--- config.mk ---
export PLATFORM = sky130hd
export DESIGN_NAME = vga_sync
export DESIGN_NICKNAME = d
export VERILOG_FILES = /design/src/rtl/vga_timing_pkg.sv /design/src/rtl/pixel_tick_div.sv /design/src/rtl/vga_sync.sv
export SDC_FILE = /design/constraint.sdc
export NUM_CORES = 1
export LEC_CHECK = 0
export CORE_UTILIZATION = 50
export DETAILED_ROUTE_END_ITERATION = 6
export GPL_TIMING_DRIVEN = 0
export PLACE_DENSITY = 0.78
export SLEW_MARGIN = 20
export SYNTH_ARGS = -nofsm -noshare
export SYNTH_HDL_FRONTEND = slang
export SYNTH_SLANG_ARGS = --single-unit
--- constraint.sdc ---
create_clock -name clk -period 2.8 [get_ports clk]
set_input_delay 0.84 -clock clk [delete_from_list [all_inputs] [get_ports clk]]
set_output_delay 0.84 -clock clk [all_outputs]
set_load 0.02 [all_outputs]
--- src/rtl/vga_timing_pkg.sv ---
// Default 640x480@60 Hz timing constants, derived totals and sync windows,
// plus the coordinate type and window-decode helper shared by the VGA block.
package vga_timing_pkg;

    typedef logic [9:0] coord_t;

    localparam int unsigned DEF_H_DISPLAY = 640;
    localparam int unsigned DEF_H_FRONT   = 16;
    localparam int unsigned DEF_H_SYNC    = 96;
    localparam int unsigned DEF_H_BACK    = 48;
    localparam int unsigned DEF_V_DISPLAY = 480;
    localparam int unsigned DEF_V_FRONT   = 10;
    localparam int unsigned DEF_V_SYNC    = 2;
    localparam int unsigned DEF_V_BACK    = 33;

    localparam int unsigned DEF_H_TOTAL =
        DEF_H_DISPLAY + DEF_H_FRONT + DEF_H_SYNC + DEF_H_BACK;
    localparam int unsigned DEF_V_TOTAL =
        DEF_V_DISPLAY + DEF_V_FRONT + DEF_V_SYNC + DEF_V_BACK;

    localparam int unsigned DEF_HS_START = DEF_H_DISPLAY + DEF_H_FRONT;
    localparam int unsigned DEF_HS_END   = DEF_HS_START + DEF_H_SYNC - 1;
    localparam int unsigned DEF_VS_START = DEF_V_DISPLAY + DEF_V_FRONT;
    localparam int unsigned DEF_VS_END   = DEF_VS_START + DEF_V_SYNC - 1;

    // True when v lies in the inclusive window lo..hi.
    function automatic logic in_window(coord_t v, coord_t lo, coord_t hi);
        return (v >= lo) && (v <= hi);
    endfunction

endpackage

--- src/rtl/pixel_tick_div.sv ---
// Divides clk down to a one-cycle pixel strobe every CLK_DIV cycles.
// With CLK_DIV==1 the counter never leaves zero, so the strobe is constant 1.
module pixel_tick_div #(
    parameter int unsigned CLK_DIV = 4
) (
    input  logic clk,
    input  logic reset,
    output logic p_tick_o
);

    localparam int unsigned DW = (CLK_DIV > 1) ? $clog2(CLK_DIV) : 1;
    localparam logic [DW-1:0] LAST = DW'(CLK_DIV - 1);

    logic [DW-1:0] div_cnt_q;
    logic [DW-1:0] div_cnt_d;

    // Next divider count: wrap to zero after the last phase.
    always_comb begin
        div_cnt_d = (div_cnt_q == LAST) ? '0 : div_cnt_q + 1'b1;
    end

    // Divider register.
    always_ff @(posedge clk or posedge reset) begin
        if (reset) div_cnt_q <= '0;
        else       div_cnt_q <= div_cnt_d;
    end

    assign p_tick_o = (div_cnt_q == LAST);

endmodule

--- src/rtl/vga_sync.sv ---
// VGA timing generator: pixel coordinates, registered sync/video outputs
// and pixel/line/frame strobes.
module vga_sync
    import vga_timing_pkg::*;
#(
    parameter int unsigned H_DISPLAY   = DEF_H_DISPLAY,
    parameter int unsigned H_FRONT     = DEF_H_FRONT,
    parameter int unsigned H_SYNC      = DEF_H_SYNC,
    parameter int unsigned H_BACK      = DEF_H_BACK,
    parameter int unsigned V_DISPLAY   = DEF_V_DISPLAY,
    parameter int unsigned V_FRONT     = DEF_V_FRONT,
    parameter int unsigned V_SYNC      = DEF_V_SYNC,
    parameter int unsigned V_BACK      = DEF_V_BACK,
    parameter int unsigned CLK_DIV     = 4,
    parameter logic        SYNC_ACTIVE = 1'b0
) (
    input  logic       clk,
    input  logic       reset,
    output logic       hsync,
    output logic       vsync,
    output logic       video_on,
    output logic       p_tick,
    output logic       line_tick,
    output logic       frame_tick,
    output logic [9:0] x,
    output logic [9:0] y
);

    localparam int unsigned H_TOTAL = H_DISPLAY + H_FRONT + H_SYNC + H_BACK;
    localparam int unsigned V_TOTAL = V_DISPLAY + V_FRONT + V_SYNC + V_BACK;

    localparam coord_t H_LAST   = coord_t'(H_TOTAL - 1);
    localparam coord_t V_LAST   = coord_t'(V_TOTAL - 1);
    localparam coord_t H_VIS    = coord_t'(H_DISPLAY);
    localparam coord_t V_VIS    = coord_t'(V_DISPLAY);
    localparam coord_t HS_START = coord_t'(H_DISPLAY + H_FRONT);
    localparam coord_t HS_END   = coord_t'(H_DISPLAY + H_FRONT + H_SYNC - 1);
    localparam coord_t VS_START = coord_t'(V_DISPLAY + V_FRONT);
    localparam coord_t VS_END   = coord_t'(V_DISPLAY + V_FRONT + V_SYNC - 1);

    logic   p_tick_w;
    logic   x_wrap;
    coord_t x_q, x_d;
    coord_t y_q, y_d;
    logic   hsync_q, hsync_d;
    logic   vsync_q, vsync_d;
    logic   video_on_q, video_on_d;

    pixel_tick_div #(
        .CLK_DIV (CLK_DIV)
    ) u_div (
        .clk      (clk),
        .reset    (reset),
        .p_tick_o (p_tick_w)
    );

    assign x_wrap = p_tick_w && (x_q == H_LAST);

    // Next-state counters and the outputs decoded from them, so the
    // registered sync/video flags line up with x/y on the same edge.
    always_comb begin
        x_d = x_q;
        y_d = y_q;
        if (p_tick_w) begin
            x_d = (x_q == H_LAST) ? '0 : x_q + 10'd1;
            if (x_wrap) begin
                y_d = (y_q == V_LAST) ? '0 : y_q + 10'd1;
            end
        end
        hsync_d    = in_window(x_d, HS_START, HS_END) ? SYNC_ACTIVE : ~SYNC_ACTIVE;
        vsync_d    = in_window(y_d, VS_START, VS_END) ? SYNC_ACTIVE : ~SYNC_ACTIVE;
        video_on_d = (x_d < H_VIS) && (y_d < V_VIS);
    end

    // Coordinate and output registers.
    always_ff @(posedge clk or posedge reset) begin
        if (reset) begin
            x_q        <= '0;
            y_q        <= '0;
            hsync_q    <= ~SYNC_ACTIVE;
            vsync_q    <= ~SYNC_ACTIVE;
            video_on_q <= 1'b1;
        end else begin
            x_q        <= x_d;
            y_q        <= y_d;
            hsync_q    <= hsync_d;
            vsync_q    <= vsync_d;
            video_on_q <= video_on_d;
        end
    end

    assign x          = x_q;
    assign y          = y_q;
    assign hsync      = hsync_q;
    assign vsync      = vsync_q;
    assign video_on   = video_on_q;
    assign p_tick     = p_tick_w;
    assign line_tick  = x_wrap;
    assign frame_tick = x_wrap && (y_q == V_LAST);

endmodule

### Metal 3

Scale: 6 px per um.
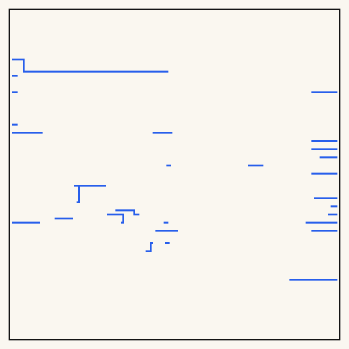
nets with wire on the layer: 25
share of all routed wire: 3.6%

### Cells coloured by class

Scale: 4 px per um.
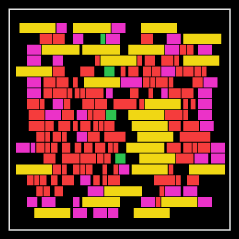
[green] clock drivers and dummy loads | cells: 4 | share of their area: 1.5%
[red] combinational and other logic | cells: 113 | share of their area: 42%
[yellow] sequential cells | cells: 25 | share of their area: 35%
[magenta] remaining buffers and delay cells | cells: 43 | share of their area: 22%

### Cell outlines without signal wires

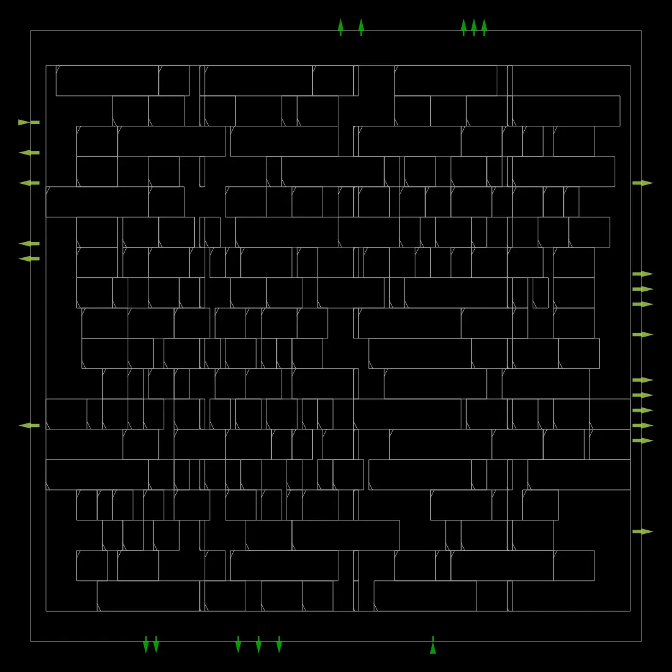
Seq cells: 25
Post-Route Utilization: 72.0%

### Sequential cells grouped by signal name

Scale: 10 px per um.
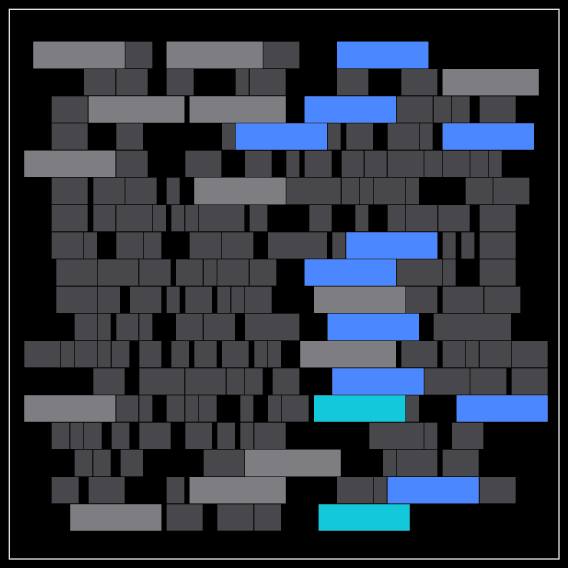
[cyan] `u_div.div_cnt_q` | sequential cells: 2
[blue] `x` | sequential cells: 10

==> impl_metrics.ini <==
; implementation run metrics
[logic_synthesis]
syn_area_per_cell_um2 = 9.49
ys_sh_simple_pct = 25.2
synth_seq_share_pct = 45.1
adder_share_pct = 3.59
ys_sh_aoi_pct = 9.87
yosys_area_um2 = 1400
common_cells = 22 x dfrtp_1, 17 x nand2_1, 12 x nor2_1
yosysTopAreaCell = dfrtp_1
synth_cell_types = 43
syn_area_um2 = 1400
synthArstFlopShare_pct = 100
syn_inst = 147

[power]
comb_power_mw = 0.00820
p_seq_mw = 0.361
power_clock_mw = 0.160
p_leak_nw = 0.777
power_density_nw_per_um2 = 287

[cells_and_area]
nNonClkBuffers = 43
seq_area_um2 = 634
bufAreaShareNonClock_pct = 21.3
comb_area_um2 = 707
clock_area_share_pct = 1.42
area_growth_pct = 32.5
sh_comb_area_pct = 38.3
clock_buffers = 4
num-nonclk-inverters = 10
nets = 192
largest_cell_class = logic gates
layout_top_cell = clkdlybuf4s50_1
nMultiInputCombCells = 103
fin_area_um2 = 1850

[final_timing]
setup_slack_ps = -29.9
hold_ws_ps = 448
finClkSkew_ps = 2.78
setup_viol = 1
finalMaxSlewViolations = 0
slew_headroom_pct = 36.4
hold_viol = 0

[global_routing]
grt_antenna_before_repair = 0
track_usage_pct = 23.0
grt_pass1_vias = 1141
grt_pass1_wl_mm = 4.91
overflow = 0

[route]
drc = 0
ant_nets = 0
top_layer_used = met4
met2_length_mm = 1.55
dr.pass1.iters = 4

[clock_tree]
cts_hold_buf = 0
cts_sinks = 25
clk_latency_ps = 320
h-tree-depth = 1

[die]
rows = 18
die_width_um = 54.8
core_area_um2 = 2570
tapCellCount = 30
ios = 28
chipArea_um2 = 3010

[outcome]
status = finished with violations
violations = setup timing

[run]
warning_count = 29

[placement]
dp_hpwl_mm = 2.16

[worst_setup_path]
cp-start-kind = flip-flop
[sequential cells by signal, summed over array words and instances (netlist names)]
signal           flops
y                   10
video_on             1
vsync                1
u_div.div_cnt_q      2
hsync                1
x                   10
[path summary, 6_finish.rpt]
kind                               startpoint                 end  slack [ps]  cells past startpoint
setup / recovery                         y[5]          frame_tick         -30                      5
hold / removal             u_div.div_cnt_q[0]  u_div.div_cnt_q[0]         450                      1
setup reg to reg           u_div.div_cnt_q[0]               vsync         600                     10
hold reg to reg            u_div.div_cnt_q[0]  u_div.div_cnt_q[0]         450                      1
max in group asynchronous               reset                y[5]        1140                      2
min in group asynchronous               reset                x[0]        1020                      2
[critical path: stages, from the launching register on]
cell and delay, ps:
dfrtp_2 460, or3_4 390, or4_4 480, buf_6 140
nor2_4 80, buf_6 120
